### Drive-strength map

Bar = 50 um.
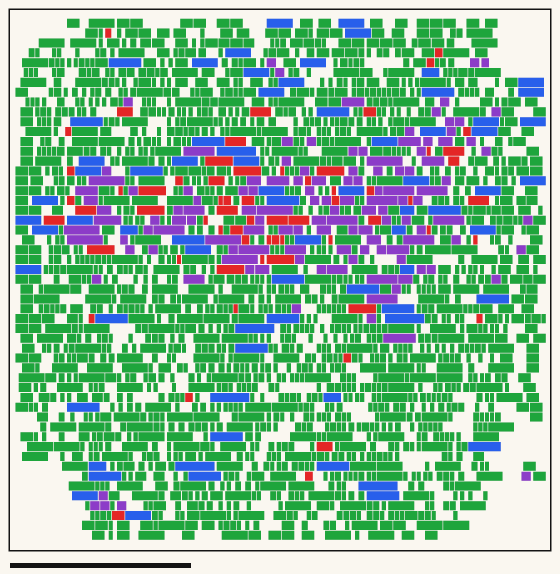
### Selected gate families

Bar = 50 um.
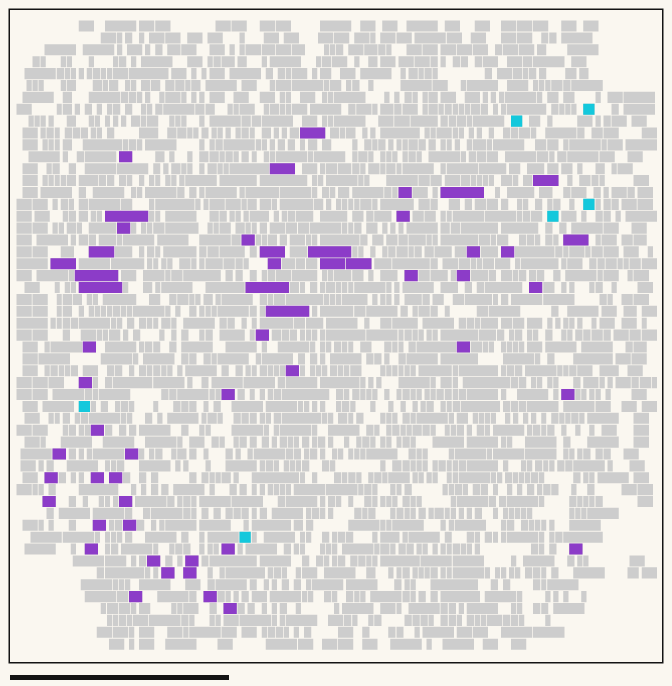
`config.mk`:
```
export PLATFORM = sky130hd
export DESIGN_NAME = pc_debug_unit
export DESIGN_NICKNAME = d
export VERILOG_FILES = /design/src/rtl/pc_debug_unit.sv
export SDC_FILE = /design/constraint.sdc
export NUM_CORES = 1
export LEC_CHECK = 0
export ABC_AREA = 1
export CAP_MARGIN = 30
export CORE_UTILIZATION = 52
export DETAILED_ROUTE_END_ITERATION = 8
export GPL_ROUTABILITY_DRIVEN = 0
export PLACE_DENSITY = 0.78
export REMOVE_ABC_BUFFERS = 1
export SYNTH_ARGS = -nofsm -noshare
export SYNTH_HDL_FRONTEND = slang
export SYNTH_SLANG_ARGS = --single-unit
```
`constraint.sdc`:
```
create_clock -name clk -period 2.9 [get_ports clk]
set_clock_uncertainty 0.05 [all_clocks]
set_input_delay 0.725 -clock clk [delete_from_list [all_inputs] [get_ports clk]]
set_output_delay 0.725 -clock clk [all_outputs]
set_load 0.05 [all_outputs]
```
`src/rtl/pc_debug_unit.sv`:
```
// pc_debug_unit
//   Next-PC generator for the MIPS fetch stage. It adds a RUN/HALTED/STEP
//   execution state machine, address breakpoints and an advance counter, all
//   controlled by the UART debug unit.
//
//   Ports
//     clk, i_rst          clock and synchronous active-high reset
//     i_stall             hazard stall; the PC holds while it is high
//     i_exc/_vector       exception redirect (highest priority)
//     i_branch_taken/addr branch redirect
//     i_jump/_addr        jump redirect
//     i_instr_halt        HALT instruction decoded at fetch
//     i_dbg_*_req         debug halt / run / single-step pulses
//     i_bkpt_wr_*         breakpoint register write port
//     o_pc, o_pc_next_seq current PC and PC + PC_INC
//     o_state, o_halted   execution state (00 RUN, 01 HALTED, 10 STEP)
//     o_bkpt_hit          one-cycle pulse after a breakpoint halt
//     o_step_done         one-cycle pulse after a single step completes
//     o_adv_cnt           number of PC advances (wraps at 2^32)
module pc_debug_unit #(
  parameter int               NB_PC        = 32,
  parameter logic [NB_PC-1:0] RESET_ADDR   = '0,
  parameter int               PC_INC       = 4,
  parameter int               N_BKPT       = 4,
  parameter bit               START_HALTED = 1'b1,
  localparam int              NB_IDX       = (N_BKPT > 1) ? $clog2(N_BKPT) : 1
) (
  input  logic              clk,
  input  logic              i_rst,
  input  logic              i_stall,
  input  logic              i_exc,
  input  logic [NB_PC-1:0]  i_exc_vector,
  input  logic              i_branch_taken,
  input  logic [NB_PC-1:0]  i_branch_addr,
  input  logic              i_jump,
  input  logic [NB_PC-1:0]  i_jump_addr,
  input  logic              i_instr_halt,
  input  logic              i_dbg_halt_req,
  input  logic              i_dbg_run_req,
  input  logic              i_dbg_step_req,
  input  logic              i_bkpt_wr_en,
  input  logic [NB_IDX-1:0] i_bkpt_wr_idx,
  input  logic [NB_PC-1:0]  i_bkpt_wr_addr,
  input  logic              i_bkpt_wr_valid,
  output logic [NB_PC-1:0]  o_pc,
  output logic [NB_PC-1:0]  o_pc_next_seq,
  output logic [1:0]        o_state,
  output logic              o_halted,
  output logic              o_bkpt_hit,
  output logic              o_step_done,
  output logic [31:0]       o_adv_cnt
);

  typedef enum logic [1:0] {
    ST_RUN  = 2'b00,
    ST_HALT = 2'b01,
    ST_STEP = 2'b10
  } state_e;

  localparam state_e RST_STATE = START_HALTED ? ST_HALT : ST_RUN;

  state_e                   state_q, state_d;
  logic                     skip_q, skip_d;
  logic                     halted_q;
  logic [NB_PC-1:0]         pc_q, pc_d;
  logic [31:0]              cnt_q;
  logic                     hit_q, hit_d;
  logic                     done_q, done_d;

  logic [N_BKPT-1:0][NB_PC-1:0] bkpt_addr;
  logic [N_BKPT-1:0]            bkpt_vld;
  logic [N_BKPT-1:0]            bkpt_eq;

  logic bkpt_match;
  logic halt_cond;
  logic adv;

  // Breakpoint registers. An index with no matching entry (out of range)
  // simply writes nothing. The compare reads the registered value, so a
  // write to the entry being matched only takes effect next cycle.
  for (genvar g = 0; g < N_BKPT; g++) begin : g_bkpt
    assign bkpt_eq[g] = bkpt_vld[g] && (bkpt_addr[g] == pc_q);

    always_ff @(posedge clk) begin
      if (i_rst) begin
        bkpt_addr[g] <= '0;
        bkpt_vld[g]  <= 1'b0;
      end else if (i_bkpt_wr_en && (i_bkpt_wr_idx == NB_IDX'(g))) begin
        bkpt_addr[g] <= i_bkpt_wr_addr;
        bkpt_vld[g]  <= i_bkpt_wr_valid;
      end
    end
  end

  // Breakpoints only count in RUN, and not on the first RUN cycle after a
  // resume, so continuing from a breakpoint address does not re-trigger.
  assign bkpt_match = (|bkpt_eq) && (state_q == ST_RUN) && !skip_q;
  assign halt_cond  = i_dbg_halt_req || i_instr_halt || bkpt_match;
  assign adv        = ((state_q == ST_RUN) || (state_q == ST_STEP)) &&
                      !i_stall && !halt_cond;

  // State register
  always_ff @(posedge clk) begin
    if (i_rst) begin
      state_q  <= RST_STATE;
      halted_q <= START_HALTED;
      skip_q   <= 1'b1;
      pc_q     <= RESET_ADDR;
      cnt_q    <= '0;
      hit_q    <= 1'b0;
      done_q   <= 1'b0;
    end else begin
      state_q  <= state_d;
      halted_q <= (state_d == ST_HALT);
      skip_q   <= skip_d;
      pc_q     <= pc_d;
      cnt_q    <= adv ? cnt_q + 32'd1 : cnt_q;
      hit_q    <= hit_d;
      done_q   <= done_d;
    end
  end

  // Next-state logic
  always_comb begin
    state_d = state_q;
    skip_d  = skip_q;
    case (state_q)
      ST_RUN: begin
        skip_d = 1'b0;
        if (halt_cond) state_d = ST_HALT;
      end
      ST_HALT: begin
        // Step wins over run when both arrive together.
        if (i_dbg_step_req) begin
          state_d = ST_STEP;
          skip_d  = 1'b1;
        end else if (i_dbg_run_req) begin
          state_d = ST_RUN;
          skip_d  = 1'b1;
        end
      end
      ST_STEP: begin
        if (i_dbg_halt_req || i_instr_halt || !i_stall) state_d = ST_HALT;
      end
      default: state_d = ST_HALT;
    endcase
  end

  // Output / datapath logic
  always_comb begin
    pc_d   = pc_q;
    hit_d  = 1'b0;
    done_d = 1'b0;
    if (adv) begin
      if (i_exc)               pc_d = i_exc_vector;
      else if (i_branch_taken) pc_d = i_branch_addr;
      else if (i_jump)         pc_d = i_jump_addr;
      else                     pc_d = o_pc_next_seq;
    end
    case (state_q)
      ST_RUN:  hit_d = halt_cond && bkpt_match;
      // A debug halt aborts the step silently; an instruction halt or a
      // completed advance both count as the step finishing.
      ST_STEP: done_d = !i_dbg_halt_req && (i_instr_halt || !i_stall);
      default: ;
    endcase
  end

  assign o_pc          = pc_q;
  assign o_pc_next_seq = pc_q + NB_PC'(PC_INC);
  assign o_state       = state_q;
  assign o_halted      = halted_q;
  assign o_bkpt_hit    = hit_q;
  assign o_step_done   = done_q;
  assign o_adv_cnt     = cnt_q;

endmodule

```
==> notes.md <==
On the backend side, the flow ran end to end.

The estimated wirelength of the detail-placed design stands at 30850 um. The checks that failed: setup timing. In the post-route analysis, the smallest setup slack over all paths is -0.1640 ns. The required time of the critical path stands at 2.12 ns. The power report shows net switching accounting for 28.13% of the total.

The remaining antenna violation count after routing stands at 0. The post-route cell area stands at 0.01596 sq mm. The maximum fanout along the worst path stands at 3. The plain and repair buffers instantiated in the layout total 325. Setup violations remaining at the end of the flow were counted as 21.

The floorplan die width stands at 149.2 um. The final-report hold violation count stands at 0. Of all flip-flops after synthesis, the portion carrying an async set or reset was 0%. The area used by multi-input combinational logic stands at 0.006502 sq mm. The critical path starts at o_pc[3]$_SDFFE_PP0P_. In this run, placement finished with an instance count of 2247.

The number of OpenROAD warnings stands at 27. The slew check shows that the tightest pin keeps a relative margin of 30.73%. Max-cap violations in this run came to 0. TritonCTS reports the number of clock sinks as 202. Per report_power, the Clock row totals 3.38 mW. The flow ran to the end, but the final reports show violations. The number of antenna diodes in the final layout is 0. The pre-antenna-repair detailed-routing pass consisted of 6 iterations. In the routed design, unresolved DRC markers number 0. Counting the fill cells in the layout gives 1595. After detailed routing, the met3 layer carries 5938 um of wire. The synthesized instance count stands at 1776. The pin count of the biggest net entering global routing stands at 67. Per the power-grid run, VDD falls by no more than 0.4353 mV. In this run the most critical hold path is launched from bkpt_addr[114]$_SDFFE_PP0P_. The multiplexer share of the synthesized area stands at 0%. The clock passes through at most 3 buffers. The global routing report lists met3 layer usage as 9.664%. For met1 alone, demand over resource in global routing was 50.23%.

The summed instance area of the synthesized netlist stands at 0.01127 sq mm. During synthesis, Yosys emitted a total of 0 warnings. The synthesized flop and latch total stands at 202.

Power spread over the standard cell area amounts to 481.6 mW/mm^2.
Notes on 'Drive-strength map' above:
legend:
  red:
    size: x2
    cells: 63
  purple:
    size: x3 and x4
    cells: 128
  blue:
    size: x6 and larger
    cells: 71
  green:
    size: x1 and smaller
    cells: 1780

Notes on 'Selected gate families' above:
legend:
  purple:
    family: xor and xnor cells
    cells: 54
  cyan:
    family: non-inverting ao/oa cells
    cells: 6
fraction of area in multi-input gates: 40.75%
most frequent logic cell in the layout: nand2_1
Final Non-Filler Cells: 2317

Power figures rest on the tool's default switching activity, not on a simulated workload.
